[src/rtl/piso_tx_pkg.sv]
// Shared definitions for the piso_tx serial frame transmitter.
//
// Contents:
//   state_e      FSM state encoding, 3 bits wide
//   IDLE_LEVEL   level of the serial line when idle and during stop bits
//   START_LEVEL  level of the start bit
//   frame_len()  number of serial cycles in one frame, for the given configuration
package piso_tx_pkg;

    typedef enum logic [2:0] {
        StIdle   = 3'd0,
        StStart  = 3'd1,
        StData   = 3'd2,
        StParity = 3'd3,
        StStop   = 3'd4
    } state_e;

    localparam logic IDLE_LEVEL  = 1'b1;
    localparam logic START_LEVEL = 1'b0;

    // Start bit + data bits + optional parity bit + stop bits.
    function automatic int unsigned frame_len(input int unsigned width,
                                              input int unsigned parity_en,
                                              input int unsigned stop_bits);
        return 1 + width + parity_en + stop_bits;
    endfunction

endpackage

[src/rtl/piso_tx_hold_buf.sv]
// piso_hold_buf: one-entry holding register between the parallel producer and the
// transmitter's shifter.
//
// Ports:
//   clk          clock, all updates on the rising edge
//   rst_n        asynchronous active-low reset; empties the buffer and clears the word
//   din_i        parallel word from the producer
//   din_valid_i  producer has a word this cycle
//   din_ready_o  buffer is empty; a transfer happens when din_valid_i & din_ready_o
//   out_word_o   the held word
//   out_full_o   buffer holds a word
//   pop_i        consumer takes the held word on this edge
//
// din_ready_o comes straight from a register, so the producer never sees a
// combinational path from the consumer side. Because a word can only be pushed while the
// buffer is empty and only popped while it is full, push and pop never coincide.
module piso_hold_buf #(
    parameter int unsigned WIDTH = 8
) (
    input  logic             clk,
    input  logic             rst_n,
    input  logic [WIDTH-1:0] din_i,
    input  logic             din_valid_i,
    output logic             din_ready_o,
    output logic [WIDTH-1:0] out_word_o,
    output logic             out_full_o,
    input  logic             pop_i
);

    logic             full_q, full_d;
    logic [WIDTH-1:0] word_q, word_d;
    logic             push;

    assign push = din_valid_i & ~full_q;

    always_comb begin
        full_d = full_q;
        word_d = word_q;
        if (push) begin
            full_d = 1'b1;
            word_d = din_i;
        end else if (pop_i && full_q) begin
            full_d = 1'b0;
        end
    end

    always_ff @(posedge clk or negedge rst_n) begin
        if (!rst_n) begin
            full_q <= 1'b0;
            word_q <= '0;
        end else begin
            full_q <= full_d;
            word_q <= word_d;
        end
    end

    assign din_ready_o = ~full_q;
    assign out_word_o  = word_q;
    assign out_full_o  = full_q;

endmodule

[src/rtl/piso_tx.sv]
// piso_tx: parallel-in serial-out frame transmitter.
//
// Each accepted WIDTH-bit word goes out on so_o as one frame: a start bit (0), the data
// MSB first, an optional even-parity bit, then STOP_BITS stop bits (1). A one-entry holding
// buffer in front of the shifter lets the next word wait while a frame is on the line, so
// consecutive frames run with no idle gap.
//
// Parameters:
//   WIDTH      data bits per frame, 1..32
//   PARITY_EN  1 appends an even-parity bit after the data
//   STOP_BITS  stop-bit cycles, 1 or 2
//
// Ports:
//   clk           clock, all state updates on the rising edge
//   rst_n         asynchronous active-low reset; aborts any frame in progress
//   din_i         parallel word to send
//   din_valid_i   din_i is valid this cycle
//   din_ready_o   holding buffer empty; transfer when din_valid_i & din_ready_o
//   so_o          registered serial output, idle level 1
//   busy_o        a frame bit is on so_o
//   frame_done_o  one-cycle pulse during the last stop bit on so_o
//
// Timing: the FSM state names the bit that is driven onto so_o on the following edge, so
// the serial register (and the busy/frame_done registers that accompany it) trail the state
// register by one cycle. A word accepted at edge N is loaded into the shifter at N+1 and its
// start bit appears on so_o from edge N+2.
module piso_tx
    import piso_tx_pkg::*;
#(
    parameter int unsigned WIDTH     = 8,
    parameter int unsigned PARITY_EN = 0,
    parameter int unsigned STOP_BITS = 1
) (
    input  logic             clk,
    input  logic             rst_n,
    input  logic [WIDTH-1:0] din_i,
    input  logic             din_valid_i,
    output logic             din_ready_o,
    output logic             so_o,
    output logic             busy_o,
    output logic             frame_done_o
);

    localparam int unsigned CntW = $clog2(WIDTH + 1);

    // Holding buffer
    logic [WIDTH-1:0] buf_word;
    logic             buf_full;
    logic             buf_pop;

    piso_hold_buf #(
        .WIDTH(WIDTH)
    ) u_hold_buf (
        .clk        (clk),
        .rst_n      (rst_n),
        .din_i      (din_i),
        .din_valid_i(din_valid_i),
        .din_ready_o(din_ready_o),
        .out_word_o (buf_word),
        .out_full_o (buf_full),
        .pop_i      (buf_pop)
    );

    // Transmit state
    state_e           state_q, state_d;
    logic [WIDTH-1:0] shift_q, shift_d;
    logic             par_q, par_d;
    logic [CntW-1:0]  bit_cnt_q, bit_cnt_d;
    logic             stop_cnt_q, stop_cnt_d;
    logic             so_q, so_d;
    logic             busy_q, busy_d;
    logic             done_q, done_d;
    logic             stop_last;

    assign stop_last = (stop_cnt_q == 1'(STOP_BITS - 1));

    always_comb begin
        state_d    = state_q;
        shift_d    = shift_q;
        par_d      = par_q;
        bit_cnt_d  = bit_cnt_q;
        stop_cnt_d = stop_cnt_q;
        buf_pop    = 1'b0;
        so_d       = IDLE_LEVEL;
        busy_d     = 1'b0;
        done_d     = 1'b0;

        unique case (state_q)
            StIdle: begin
                if (buf_full) begin
                    buf_pop = 1'b1;
                    shift_d = buf_word;
                    // Parity comes from the latched word so din_i may change freely.
                    par_d   = ^buf_word;
                    state_d = StStart;
                end
            end

            StStart: begin
                so_d      = START_LEVEL;
                busy_d    = 1'b1;
                bit_cnt_d = CntW'(WIDTH - 1);
                state_d   = StData;
            end

            StData: begin
                so_d    = shift_q[WIDTH-1];
                busy_d  = 1'b1;
                shift_d = shift_q << 1;
                if (bit_cnt_q == '0) begin
                    stop_cnt_d = 1'b0;
                    state_d    = (PARITY_EN != 0) ? StParity : StStop;
                end else begin
                    bit_cnt_d = bit_cnt_q - 1'b1;
                end
            end

            StParity: begin
                so_d       = par_q;
                busy_d     = 1'b1;
                stop_cnt_d = 1'b0;
                state_d    = StStop;
            end

            StStop: begin
                so_d   = IDLE_LEVEL;
                busy_d = 1'b1;
                if (stop_last) begin
                    done_d = 1'b1;
                    // A waiting word starts its frame right behind this stop bit.
                    if (buf_full) begin
                        buf_pop = 1'b1;
                        shift_d = buf_word;
                        par_d   = ^buf_word;
                        state_d = StStart;
                    end else begin
                        state_d = StIdle;
                    end
                end else begin
                    stop_cnt_d = stop_cnt_q + 1'b1;
                end
            end

            default: begin
                state_d = StIdle;
            end
        endcase
    end

    always_ff @(posedge clk or negedge rst_n) begin
        if (!rst_n) begin
            state_q    <= StIdle;
            shift_q    <= '0;
            par_q      <= 1'b0;
            bit_cnt_q  <= '0;
            stop_cnt_q <= 1'b0;
            so_q       <= IDLE_LEVEL;
            busy_q     <= 1'b0;
            done_q     <= 1'b0;
        end else begin
            state_q    <= state_d;
            shift_q    <= shift_d;
            par_q      <= par_d;
            bit_cnt_q  <= bit_cnt_d;
            stop_cnt_q <= stop_cnt_d;
            so_q       <= so_d;
            busy_q     <= busy_d;
            done_q     <= done_d;
        end
    end

    assign so_o         = so_q;
    assign busy_o       = busy_q;
    assign frame_done_o = done_q;

endmodule

[config.mk]
export PLATFORM = sky130hd
export DESIGN_NAME = piso_tx
export DESIGN_NICKNAME = d
export VERILOG_FILES = /design/src/rtl/piso_tx_pkg.sv /design/src/rtl/piso_tx_hold_buf.sv /design/src/rtl/piso_tx.sv
export SDC_FILE = /design/constraint.sdc
export NUM_CORES = 1
export LEC_CHECK = 0
export CAP_MARGIN = 0
export CORE_MARGIN = 3
export CORE_UTILIZATION = 61
export CTS_BUF_LIST = sky130_fd_sc_hd__clkbuf_4
export CTS_CLUSTER_SIZE = 12
export DETAILED_ROUTE_END_ITERATION = 10
export PLACE_DENSITY = 0.9
export SLEW_MARGIN = 20
export SYNTH_ARGS = -nofsm -noshare
export SYNTH_HDL_FRONTEND = slang
export SYNTH_SLANG_ARGS = --single-unit
[constraint.sdc]
create_clock -name clk -period 2.74 [get_ports clk]
set_clock_uncertainty 0.2 [all_clocks]
set_input_delay 0.274 -clock clk [delete_from_list [all_inputs] [get_ports clk]]
set_output_delay 0.274 -clock clk [all_outputs]
set_load 0.02 [all_outputs]
==> Implementation_results.wiki <==
== Flow metrics ==
{| class="wikitable"
! Metric !! Value
|-
| Kind of path behind the tightest hold check || input port to asynchronous set/reset pin
|-
| Main power group || combinational cells
|-
| Area of all sequential standard cells || 702 sq um
|-
| Post-Synth Adder-Cell Area || 1.02%
|-
| Setup crit end kind || output pin
|-
| Core utilization at floorplan || 67.7%
|-
| Shortest clock period the worst path allows after layout || 1.92 ns
|-
| Main area contributors || dfrtp_1 (55%), mux2_2 (7.3%), nand2_1 (6.1%)
|-
| Series of cell instances along the critical path || clkdlybuf4s50_1
|-
| Power density of the placed cells || 1240 nW/um^2
|-
| Worst slew slack as a fraction of its limit || 52.0%
|-
| Seq cells || 28
|-
| Area after detailed placement || 1400 sq um
|-
| Highest cell delay on the worst timing path || 0.59 ns
|-
| Clock power frac || 10.1%
|-
| Status || complete, no violations
|-
| Chip Area, Yosys || 1230 sq um
|-
| Uppermost layer routed || met4
|-
| Crit path max-delay family || buffers and inverters
|-
| Cts repair resizes || 0
|-
| Setup Total Neg Slack || 0 ns
|-
| Vertical die size || 51.0 microns
|-
| Gate count after technology mapping || 110
|-
| Number of multi-input logic gates || 73
|-
| Net switching power || 697 uW
|-
| Final cycle utilization of the critical path || 70.0%
|}
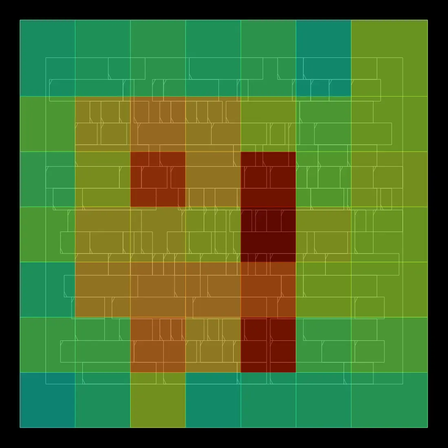
Figure 1: track usage over the die.
highest-utilization routing layer at the global route stage: met2
detailed-route wire length per cell: 15.5 microns

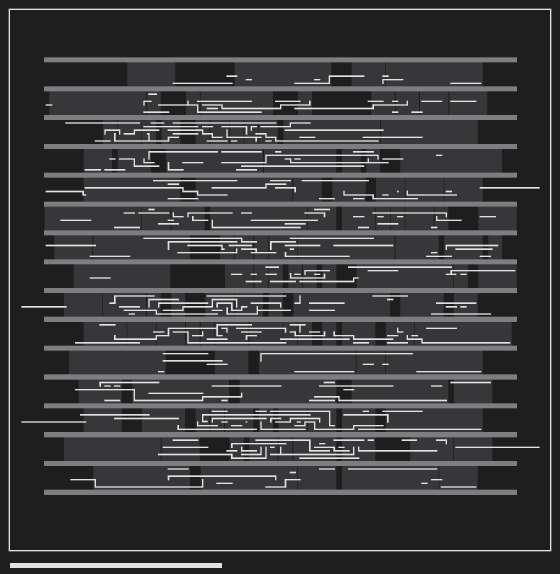
Figure 2: M1 wires.
The bar under the picture is 20 microns long. Supply wires on this layer in grey. Cells faint in the background.
- wire length on this layer: 972 microns
- share of all routed wire: 41%
- longest straight run: 14.3 microns

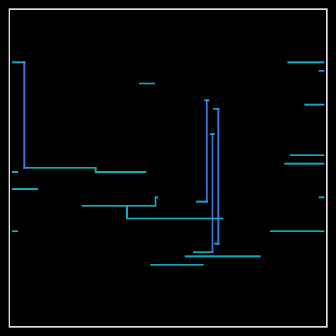
Figure 3: signal wires by layer.
Only two layers are drawn.
- cyan: met3 (wire length 116 microns)
- blue: met4 (wire length 74.1 microns)

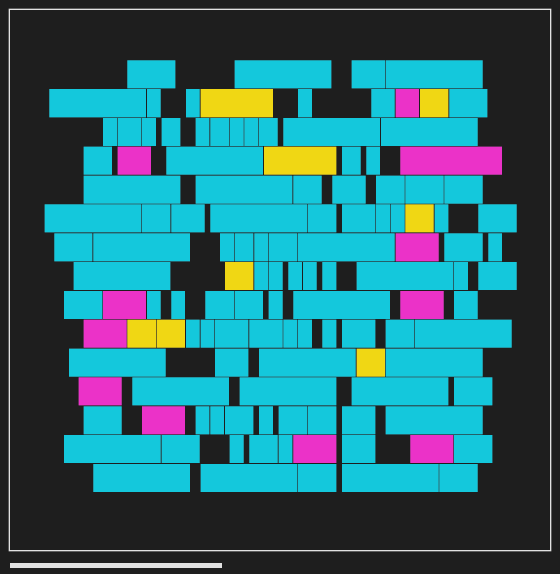
Figure 4: drive-strength map.
The bar under the picture is 20 microns long.
- cyan: drive 1 or less (cells 107; most used dfrtp_1)
- magenta: drive 2 (cells 11; most used mux2_2)
- yellow: drive 3 to 4 (cells 8; most used clkbuf_4)

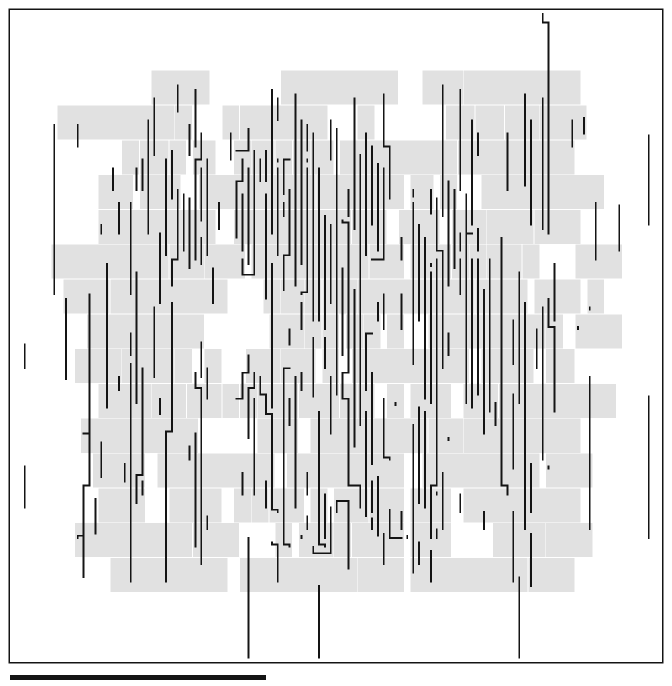
Figure 5: metal 2.
The bar under the picture is 20 microns long. Cells faint in the background.
- main direction: vertical
- longest straight run: 21.1 microns
- share of all routed wire: 50%
- nets with wire on the layer: 124
WL final: 2350 microns
total number of vias: 869
global routing usage on met2: 37.8%

No activity file was given, so power comes from the tool's default toggle rates.
